**config.mk**
```make
export PLATFORM = sky130hd
export DESIGN_NAME = dsp_mac_pipe
export DESIGN_NICKNAME = d
export VERILOG_FILES = /design/src/rtl/dsp_mac_pipe.sv
export SDC_FILE = /design/constraint.sdc
export NUM_CORES = 2
export LEC_CHECK = 0
export CAP_MARGIN = 0
export CORE_UTILIZATION = 25
export CTS_CLUSTER_SIZE = 24
export DETAILED_ROUTE_END_ITERATION = 10
export HOLD_SLACK_MARGIN = 0.15
export PLACE_DENSITY = 0.39
export SETUP_SLACK_MARGIN = 0.15
export SLEW_MARGIN = 20
export SYNTH_ARGS = -nofsm -noshare
export SYNTH_HDL_FRONTEND = slang
export SYNTH_SLANG_ARGS = --single-unit
export TNS_END_PERCENT = 50
```
**constraint.sdc**
```tcl
create_clock -name CLK -period 22.7 [get_ports CLK]
set_clock_uncertainty 0.05 [all_clocks]
set_input_delay 2.27 -clock CLK [delete_from_list [all_inputs] [get_ports CLK]]
set_output_delay 2.27 -clock CLK [all_outputs]
set_load 0.05 [all_outputs]
```
**src/rtl/dsp_mac_pipe.sv**
```systemverilog
// Signed pre-add/multiply/post-add slice with accumulator, saturation and pattern detect.
// Latency M_STAGES+2 cycles, one beat per cycle; a single global advance stalls every stage while the result is unconsumed.
module dsp_mac_pipe #(
    parameter int A_WIDTH  = 18,
    parameter int B_WIDTH  = 18,
    parameter int P_WIDTH  = 48,
    parameter int C_WIDTH  = 48,
    parameter int M_STAGES = 2,
    parameter int SATURATE = 1,
    parameter logic [P_WIDTH-1:0] PATTERN = '0
) (
    input  logic                        CLK,
    input  logic                        RST_N,
    input  logic                        IN_VALID,
    output logic                        IN_READY,
    input  logic signed [A_WIDTH-1:0]   A,
    input  logic signed [B_WIDTH-1:0]   B,
    input  logic signed [B_WIDTH-1:0]   D,
    input  logic signed [C_WIDTH-1:0]   C,
    input  logic        [4:0]           OP,
    input  logic signed [P_WIDTH-1:0]   PCIN,
    output logic                        OUT_VALID,
    input  logic                        OUT_READY,
    output logic signed [P_WIDTH-1:0]   P,
    output logic signed [P_WIDTH-1:0]   PCOUT,
    output logic                        OVERFLOW,
    output logic                        PATTERN_DETECT
);
    localparam int PRE_W  = B_WIDTH + 1;
    localparam int PROD_W = A_WIDTH + B_WIDTH + 1;
    localparam int EXT_W  = P_WIDTH + 2;
    localparam logic signed [P_WIDTH-1:0] P_MAX = {1'b0, {(P_WIDTH-1){1'b1}}};
    localparam logic signed [P_WIDTH-1:0] P_MIN = {1'b1, {(P_WIDTH-1){1'b0}}};

    logic                        advance;
    logic                        s0_vld_q;
    logic signed [A_WIDTH-1:0]   s0_a_q;
    logic signed [B_WIDTH-1:0]   s0_b_q;
    logic signed [B_WIDTH-1:0]   s0_d_q;
    logic signed [C_WIDTH-1:0]   s0_c_q;
    logic        [4:0]           s0_op_q;

    logic signed [PRE_W-1:0]     pre_sum;
    logic signed [PRE_W-1:0]     mul_b;
    logic signed [PROD_W-1:0]    prod;

    logic        [M_STAGES-1:0]  mv_q;
    logic signed [PROD_W-1:0]    m_q   [M_STAGES];
    logic signed [C_WIDTH-1:0]   mc_q  [M_STAGES];
    logic        [4:0]           mop_q [M_STAGES];

    logic                        fin_vld;
    logic        [4:0]           fin_op;
    logic signed [EXT_W-1:0]     m_ext;
    logic signed [EXT_W-1:0]     c_ext;
    logic signed [EXT_W-1:0]     acc_ext;
    logic signed [EXT_W-1:0]     sum;
    logic signed [P_WIDTH-1:0]   p_d;
    logic                        ovf_d;
    logic                        pat_d;

    logic                        out_vld_q;
    logic signed [P_WIDTH-1:0]   p_q;
    logic                        ovf_q;
    logic                        pat_q;

    assign advance  = !out_vld_q || OUT_READY;
    assign IN_READY = advance;

    always_comb begin
        pre_sum = s0_op_q[4] ? (PRE_W'(s0_d_q) - PRE_W'(s0_b_q))
                             : (PRE_W'(s0_d_q) + PRE_W'(s0_b_q));
        mul_b   = s0_op_q[3] ? pre_sum : PRE_W'(s0_b_q);
        prod    = PROD_W'(s0_a_q) * PROD_W'(mul_b);
    end

    always_ff @(posedge CLK or negedge RST_N) begin
        if (!RST_N) begin
            s0_vld_q <= 1'b0;
            s0_a_q   <= '0;
            s0_b_q   <= '0;
            s0_d_q   <= '0;
            s0_c_q   <= '0;
            s0_op_q  <= '0;
            mv_q     <= '0;
            for (int i = 0; i < M_STAGES; i++) begin
                m_q[i]   <= '0;
                mc_q[i]  <= '0;
                mop_q[i] <= '0;
            end
        end else if (advance) begin
            s0_vld_q <= IN_VALID;
            s0_a_q   <= A;
            s0_b_q   <= B;
            s0_d_q   <= D;
            s0_c_q   <= C;
            s0_op_q  <= OP;
            mv_q[0]  <= s0_vld_q;
            m_q[0]   <= prod;
            mc_q[0]  <= s0_c_q;
            mop_q[0] <= s0_op_q;
            for (int i = 1; i < M_STAGES; i++) begin
                mv_q[i]  <= mv_q[i-1];
                m_q[i]   <= m_q[i-1];
                mc_q[i]  <= mc_q[i-1];
                mop_q[i] <= mop_q[i-1];
            end
        end
    end

    // Post-add is evaluated two bits wider than P so any overflow is visible in the top bits.
    always_comb begin
        fin_vld = mv_q[M_STAGES-1];
        fin_op  = mop_q[M_STAGES-1];
        m_ext   = EXT_W'(m_q[M_STAGES-1]);
        c_ext   = EXT_W'(mc_q[M_STAGES-1]);
        acc_ext = EXT_W'(p_q);
        case (fin_op[2:0])
            3'b000:  sum = m_ext;
            3'b001:  sum = acc_ext + m_ext;
            3'b010:  sum = acc_ext - m_ext;
            3'b011:  sum = c_ext + m_ext;
            3'b100:  sum = c_ext - m_ext;
            3'b101:  sum = EXT_W'(PCIN) + m_ext;
            3'b110:  sum = acc_ext + c_ext;
            default: sum = '0;
        endcase
        ovf_d = !((&sum[EXT_W-1:P_WIDTH-1]) || !(|sum[EXT_W-1:P_WIDTH-1]));
        if (ovf_d && (SATURATE != 0)) begin
            p_d = sum[EXT_W-1] ? P_MIN : P_MAX;
        end else begin
            p_d = sum[P_WIDTH-1:0];
        end
        pat_d = ($unsigned(p_d) == PATTERN);
    end

    always_ff @(posedge CLK or negedge RST_N) begin
        if (!RST_N) begin
            out_vld_q <= 1'b0;
            p_q       <= '0;
            ovf_q     <= 1'b0;
            pat_q     <= 1'b0;
        end else if (advance) begin
            out_vld_q <= fin_vld;
            if (fin_vld) begin
                p_q   <= p_d;
                ovf_q <= ovf_d;
                pat_q <= pat_d;
            end
        end
    end

    assign OUT_VALID      = out_vld_q;
    assign P              = p_q;
    assign PCOUT          = p_q;
    assign OVERFLOW       = ovf_q;
    assign PATTERN_DETECT = pat_q;

endmodule
```
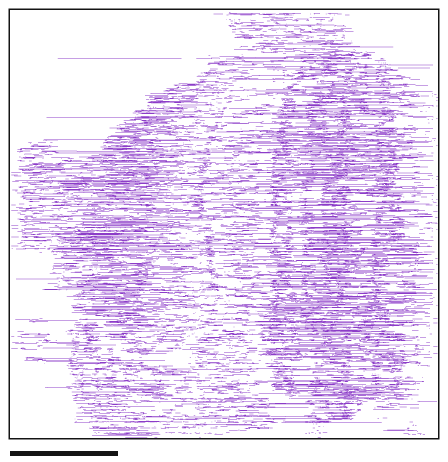
(images/met1.png)
Bar = 100 µm.
longest straight run = 160 µm
main direction = horizontal
Vias: 33400
GR Layer Usage met1: 26.8%
WL final: 145 mm

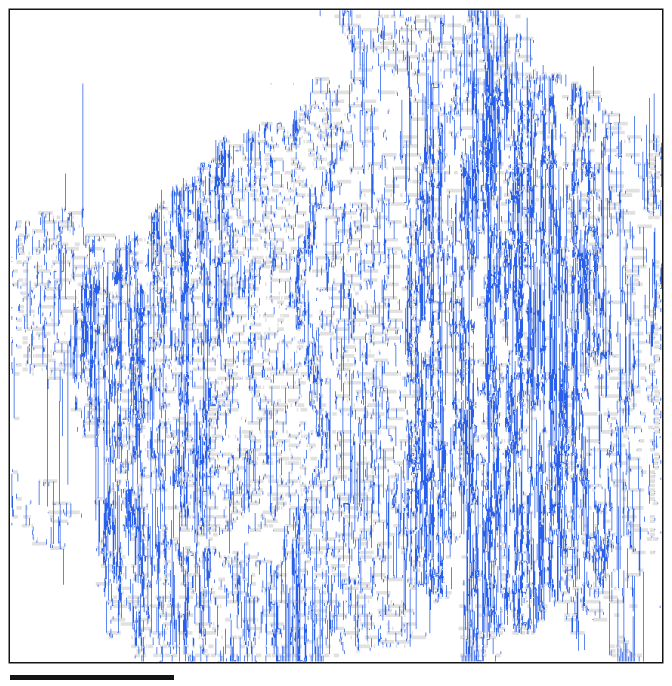
(images/met2.png)
Bar = 100 µm.
nets with wire on the layer = 4424
share of all routed wire = 43%
main direction = vertical
Global Route met2 Usage: 27.9%

==> impl_metrics.toml <==
# yosys + openroad results
[layout]
n_all_inverters = 505
num-nonclk-buffers = 301
nNetsFinal = 5652
lay_top_cells = "nand2_1, inv_1, fa_1"

[floorplan]
chipArea_mm2 = 0.158
num_io_pins = 259
fp.dieW_um = 397

[grt]
antenna_found_initial = 6
grt_pass1_wl_mm = 220

[worst_setup_path]
r2r_end = "m_q[73]"
r2r_setup_slack_ns = 11.76
critPathRequiredTime_ns = 23.14

[logic_synthesis]
seq_area_frac_synth_pct = 21.6
edf_count = 0
syn_nets = 5592
ys_ff = 337
synth_area_mm2 = 0.0390

[timing]
finalCriticalPeriod_ns = 10.94
worst_slew_pin_slew_ns = 1.01
relSlewSlack_pct = 32.6
drv_slew = 0

[clock_network]
cts.clk_slew.worst_paths_ns = 0.06
ctsHoldBuffers = 0

[run_status]
violations = "design-rule violations"
run_status = "finished with violations"

[route]
detail_route.drc_violations = 26
drt-pass1-iter-count = 9
ant_nets = 0
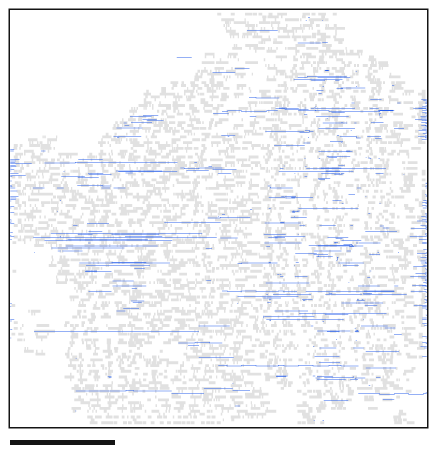
(images/met3.png)
Bar = 100 µm.
wire length on this layer = 6330 µm
share of all routed wire = 4.4%
main direction = horizontal
nets with wire on the layer = 348
global routing met3 resource utilization: 2.28%

cell families (layout without fill, tap and decap cells):
family,count (synthesis),count (layout),synth area share (%)
mux,90,90,2.53
compound gates,1017,1017,16.9
simple gates,1815,1815,20.8
buf+inv,794,890,8.33
flops,337,337,21.6
xor+xnor,170,170,3.82
fa+ha+maj,607,607,26.1
metal layers:
layer	global-route usage [%]	wire length, µm	vias to the layer above
li1	-	-	16200
met5	0	20	-
met3	2.28	6330	131
met2	27.9	62100	723
met4	4.42	3340	2
met1	26.8	73000	16400
sequential cells by signal, summed over array words and instances, names as in the netlist, 2 cells and up:
signal / count
s0_a_q: 18
s0_d_q: 18
m_ext: 37
s0_c_q: 48
c_ext: 48
mc_q: 48
fin_op: 3
s0_op_q: 5
s0_b_q: 18
mop_q: 3
P: 48
m_q: 37
mv_q: 2
